### Cells coloured by class

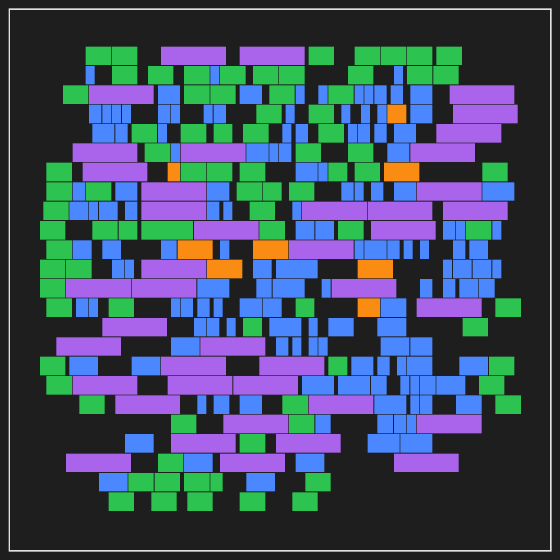
### Routing congestion

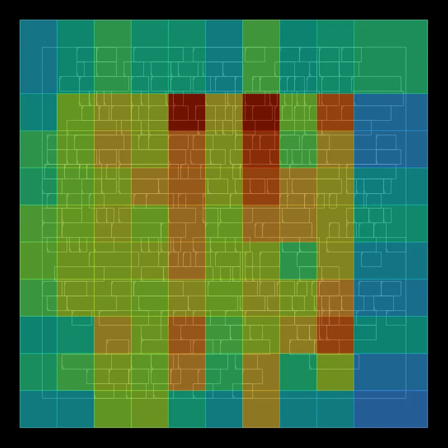
### Routed metal per tile

The bar under the picture is 20 um long. 15 x 15 tiles, from dark blue (low) to red (high), scaled to the fullest tile. Values are wire area over tile area, all layers added.
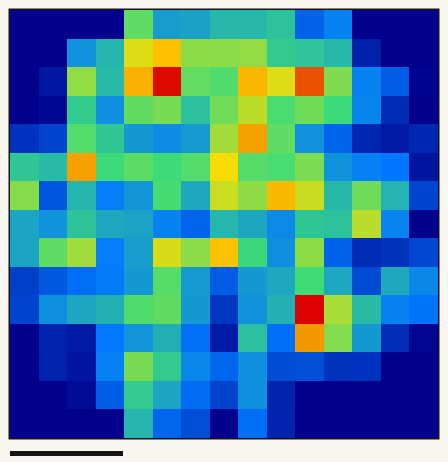
===== src/rtl/reg_arb_pkg.sv =====
// reg_arb_pkg: types, widths and the round-robin pick helper shared by the
// register-bank arbiter.
//   arb_state_e : arbiter FSM states
//   REG_ADDR_W / REG_DATA_W : register bus widths, shared with register_bank and cmd_dispatcher
//   rr_pick()   : first set request bit at or above the pointer, wrapping at num_req
package reg_arb_pkg;

   localparam int unsigned REG_ADDR_W = 8;
   localparam int unsigned REG_DATA_W = 8;
   localparam int unsigned MAX_REQ    = 8;

   typedef enum logic [1:0] {IDLE, ISSUE, WAIT, RESP} arb_state_e;

   typedef struct packed {
      logic       found;
      logic [2:0] idx;
   } rr_pick_t;

   // ptr must be below num_req, so a single subtraction handles the wrap.
   function automatic rr_pick_t rr_pick(input logic [MAX_REQ-1:0] req,
                                        input logic [2:0]         ptr,
                                        input int unsigned        num_req);
      rr_pick_t    res;
      int unsigned j;
      res = '0;
      for (int unsigned i = 0; i < MAX_REQ; i++) begin
         j = 32'(ptr) + i;
         if (j >= num_req) j = j - num_req;
         if (i < num_req && !res.found && req[j[2:0]]) begin
            res.found = 1'b1;
            res.idx   = j[2:0];
         end
      end
      return res;
   endfunction

endpackage


===== src/rtl/rr_priority_pick.sv =====
// rr_priority_pick: combinational NUM_REQ-wide round-robin picker.
//   req   : request vector
//   ptr   : highest-priority index this round
//   found : at least one request set
//   idx   : winning index (valid when found)
module rr_priority_pick
   import reg_arb_pkg::*;
#(
   parameter int unsigned NUM_REQ = 2
) (
   input  logic [NUM_REQ-1:0] req,
   input  logic [2:0]         ptr,
   output logic               found,
   output logic [2:0]         idx
);

   rr_pick_t pick;

   always_comb begin
      pick  = rr_pick(MAX_REQ'(req), ptr, NUM_REQ);
      found = pick.found;
      idx   = pick.idx;
   end

endmodule


===== src/rtl/reg_bank_arbiter.sv =====
// reg_bank_arbiter: round-robin arbiter giving NUM_REQ requesters serialised
// access to the single-port register_bank (port 0: cmd_dispatcher UART path,
// ports 1+: on-chip status/debug agents).
//   clk, rst            : clock; asynchronous active-low reset
//   req_valid/write     : per-requester request and direction (1=write)
//   req_addr/req_wdata  : packed per-requester fields, slot k at [k*W +: W]
//   req_ready           : one-hot, one-cycle accept pulse
//   rsp_valid/rsp_rdata : one-hot, one-cycle read response; rdata held until next response
//   mem_*               : register_bank strobes/address/data; all zero outside ISSUE
//   busy                : FSM not in IDLE
module reg_bank_arbiter
   import reg_arb_pkg::*;
#(
   parameter int unsigned NUM_REQ      = 2,
   parameter int unsigned ADDR_W       = REG_ADDR_W,
   parameter int unsigned DATA_W       = REG_DATA_W,
   parameter int unsigned READ_LATENCY = 1
) (
   input  logic                      clk,
   input  logic                      rst,
   input  logic [NUM_REQ-1:0]        req_valid,
   input  logic [NUM_REQ-1:0]        req_write,
   input  logic [NUM_REQ*ADDR_W-1:0] req_addr,
   input  logic [NUM_REQ*DATA_W-1:0] req_wdata,
   output logic [NUM_REQ-1:0]        req_ready,
   output logic [NUM_REQ-1:0]        rsp_valid,
   output logic [DATA_W-1:0]         rsp_rdata,
   output logic [ADDR_W-1:0]         mem_addr,
   output logic                      mem_write_en,
   output logic [DATA_W-1:0]         mem_write_data,
   output logic                      mem_read_en,
   input  logic [DATA_W-1:0]         mem_read_data,
   output logic                      busy
);

   localparam logic [NUM_REQ-1:0] ONE = NUM_REQ'(1);

   arb_state_e        state;
   logic [2:0]        rr_ptr;
   logic [2:0]        owner;
   logic              cap_write;
   logic [1:0]        wait_cnt;

   logic              pick_found;
   logic [2:0]        pick_idx;
   logic [2:0]        next_ptr;
   logic              sel_write;
   logic [ADDR_W-1:0] sel_addr;
   logic [DATA_W-1:0] sel_wdata;

   rr_priority_pick #(.NUM_REQ(NUM_REQ)) u_pick (
      .req   (req_valid),
      .ptr   (rr_ptr),
      .found (pick_found),
      .idx   (pick_idx)
   );

   always_comb begin
      sel_write = 1'b0;
      sel_addr  = '0;
      sel_wdata = '0;
      for (int unsigned i = 0; i < NUM_REQ; i++) begin
         if (pick_idx == 3'(i)) begin
            sel_write = req_write[i];
            sel_addr  = req_addr[i*ADDR_W +: ADDR_W];
            sel_wdata = req_wdata[i*DATA_W +: DATA_W];
         end
      end
      next_ptr = (32'(pick_idx) + 32'd1 >= NUM_REQ) ? 3'd0 : pick_idx + 3'd1;
   end

   // Bank strobes and req_ready are loaded on the IDLE->ISSUE edge so they are
   // registered and visible exactly during the ISSUE cycle.
   always_ff @(posedge clk or negedge rst) begin
      if (!rst) begin
         state          <= IDLE;
         rr_ptr         <= '0;
         owner          <= '0;
         cap_write      <= 1'b0;
         wait_cnt       <= '0;
         req_ready      <= '0;
         rsp_valid      <= '0;
         rsp_rdata      <= '0;
         mem_addr       <= '0;
         mem_write_en   <= 1'b0;
         mem_write_data <= '0;
         mem_read_en    <= 1'b0;
      end else begin
         req_ready <= '0;
         rsp_valid <= '0;
         case (state)
            IDLE: begin
               if (pick_found) begin
                  owner          <= pick_idx;
                  cap_write      <= sel_write;
                  rr_ptr         <= next_ptr;
                  mem_addr       <= sel_addr;
                  mem_write_data <= sel_wdata;
                  mem_write_en   <= sel_write;
                  mem_read_en    <= ~sel_write;
                  req_ready      <= ONE << pick_idx;
                  state          <= ISSUE;
               end
            end
            ISSUE: begin
               mem_addr       <= '0;
               mem_write_data <= '0;
               mem_write_en   <= 1'b0;
               mem_read_en    <= 1'b0;
               wait_cnt       <= 2'(READ_LATENCY - 1);
               state          <= cap_write ? IDLE : WAIT;
            end
            WAIT: begin
               if (wait_cnt == '0) begin
                  rsp_rdata <= mem_read_data;
                  rsp_valid <= ONE << owner;
                  state     <= RESP;
               end else begin
                  wait_cnt <= wait_cnt - 2'd1;
               end
            end
            RESP:    state <= IDLE;
            default: state <= IDLE;
         endcase
      end
   end

   assign busy = (state != IDLE);

endmodule

===== config.mk =====
export PLATFORM = sky130hd
export DESIGN_NAME = reg_bank_arbiter
export DESIGN_NICKNAME = d
export VERILOG_FILES = /design/src/rtl/reg_arb_pkg.sv /design/src/rtl/rr_priority_pick.sv /design/src/rtl/reg_bank_arbiter.sv
export SDC_FILE = /design/constraint.sdc
export NUM_CORES = 1
export LEC_CHECK = 0
export CAP_MARGIN = 20
export CORE_MARGIN = 4
export CORE_UTILIZATION = 44
export CTS_CLUSTER_DIAMETER = 30
export CTS_CLUSTER_SIZE = 28
export DETAILED_ROUTE_END_ITERATION = 7
export PLACE_DENSITY = 0.77
export SLEW_MARGIN = 20
export SYNTH_ARGS = -nofsm -noshare
export SYNTH_HDL_FRONTEND = slang
export SYNTH_HIERARCHICAL = 1
export SYNTH_SLANG_ARGS = --single-unit
export TNS_END_PERCENT = 5

===== constraint.sdc =====
create_clock -name clk -period 2.7 [get_ports clk]
set_input_delay 0.405 -clock clk [delete_from_list [all_inputs] [get_ports clk]]
set_output_delay 0.405 -clock clk [all_outputs]
set_load 0.05 [all_outputs]

==> run summary <==
P_sw - 1290 uW
Initial antenna violation count - 0
Critical path type - reg -> reg
Flops after synth - 41
Post-synth top area share - 50.7%
Worst Setup EP - mem_addr[2]
Pins Over Slew Limit - 0
Logic share of the area - 30.4%
Critical R2R Launch - rr_ptr[1]
Area contributors post-synth - dfrtp_1, nand2_1, o21ai_0
Buf/Inv on CP - 2
Highest-count logic cell in the final layout - clkdlybuf4s50_1
Internal - 1580 uW
Pwr Total - 2870 uW
Flops - 41
Hold bufs inserted after CTS - 0
Post-route cell area - 2940 um2
FF+latch area - 1030 um2
Met2 Use GR - 29.1%
Adder share - 5.57%
Antenna Violating Nets Remaining - 0
Post-synth mux share - 7.05%
Sequential cell power - 928 uW
Clk_skew - 5.13 ps
P_leak - 0.00129 uW
Tool warnings - 31
Final clock-cell share - 3.06%
Top logic family - AND-OR/OR-AND gates
Critical Path AT - 2610 ps
Non-clock buffer count - 84
Met3 wire length - 155 um
Crit-path cells - ha_1, xnor2_1, nand2_1, a211o_1, mux2i_1, inv_1, ha_1, buf_4, nand2_1, o21ai_0, a22o_1
Crit start category - flop
Hold WS - 234 ps
GPL Wtd Cong - 0.736
Pre-CTS setup slack - 110 ps
TAP cells - 52
First-pass DRT Iterations - 4
Setup Total Neg Slack - 0 ps
Number of logic gates - 133
Critical Path RT - 2880 ps
RSZ-0062 raised after global routing - no
Worst path depth - 11
Number of vias per cell - 5.05
Input/output buffers - 76
Setup bufs post-CTS - 0
Drt drc - 0
Metal2 WL - 2.39 mm
CTS sink cnt - 41
Non-clock inverter total of the final layout - 10
Most used flip-flop cell - dfrtp_1
Synth Area per Inst - 10.4 um2
Final core area utilization - 66.6%
Area figure in the yosys stat output - 2020 um2
And+or+nand+nor area frac - 13.6%
Top cell category - sequential cells
Seq/total area - 34.9%
Tcrit/Tclk final - 90.2%
Cells on worst reg2reg path - 11
Late-Pin Clk Latency - 290 ps
Synth area leader - dfrtp_1
Cell Area, Placed - 2850 um2
EDFF count, synth - 0
Commonest cells post-synth - dfrtp_1, nand2_1, o21ai_0
Worst Max-Slew Pin Slew - 891 ps
Regs by FF count - mem_addr x8, mem_write_data x8, rsp_rdata x8
Area growth syn-to-layout - 45.4%
CP Capture Type - flop
Clock buffers - 5
Status - complete, no violations
Layout cells sized above 1 - 11.2%
Fin. Hold Viols - 0
CP max FO - 8
Top cells excl fill/tap - clkdlybuf4s50_1, dfrtp_1, nand2_1
Clk power - 404 uW
Sequential Power Share - 32.3%
Synth Seq Share - 50.7%
GRT overflow - 0
Number of I/O pins - 77
Dominant power group - combinational cells
Worst vdd ir - 0.000532 V
Xor/xnor share of the synthesized area - 0.866%
Crit path from - rr_ptr[1]
Relative slew slack - 40.6%
Row count - 24
Post-Route M1 WL - 2.09 mm
Max incr delay on CP - 460 ps
Top delay family on crit path - adder cells
Placed insts - 320
Yosys warning count - 6
Setup violators final - 0
Comb group - 1540 uW
Post-Synth AOI/OAI Area - 16.7%
Iter 0 DRT Violations - 54
Yosys top cell by instances - dfrtp_1
DP HPWL - 3.53 mm
Minimum clock period - 2430 ps
Synth cell types - 38
Total CTS buffers - 5
Final WS setup - 266 ps
Final #Nets - 330
Comb power frac - 53.6%
H-tree depth - 2
Clock transition at path regs - 80 ps
CTS tree - built
Clock power share - 14.1%
First-pass GRT wire length - 7.63 mm
Largest net degree at the start of global routing - 42
Post-Layout Cell Count - 328
Post-CTS Resized - 0
Fillers - 358
Core Area - 4410 um2
F_max - 411 MHz
Top Metal Used - met4
Ys async rst share - 100%
Syn Inst Count - 195
Max-cap violation count - 0
Clock buffer depth - 2
About 'Cells coloured by class':
legend:
  purple:
    class: registers
    cells: 41
  blue:
    class: remaining logic cells
    cells: 143
  green:
    class: remaining buffers and delay cells
    cells: 84
  orange:
    class: clock drivers and dummy loads
    cells: 8

About 'Routing congestion':
DR WL/cell: 14.2 um
GRT Util Overall: 17.1%
layer with the highest usage: met2
M3 GR Usage: 3.83%

About 'Routed metal per tile':
fullest tile: 0.39
tiles over half the peak: 24%
nearly empty tiles: 17%
mean over tiles: 0.12
densest ninth of the die: top centre

Power and IR drop assume default switching activity.
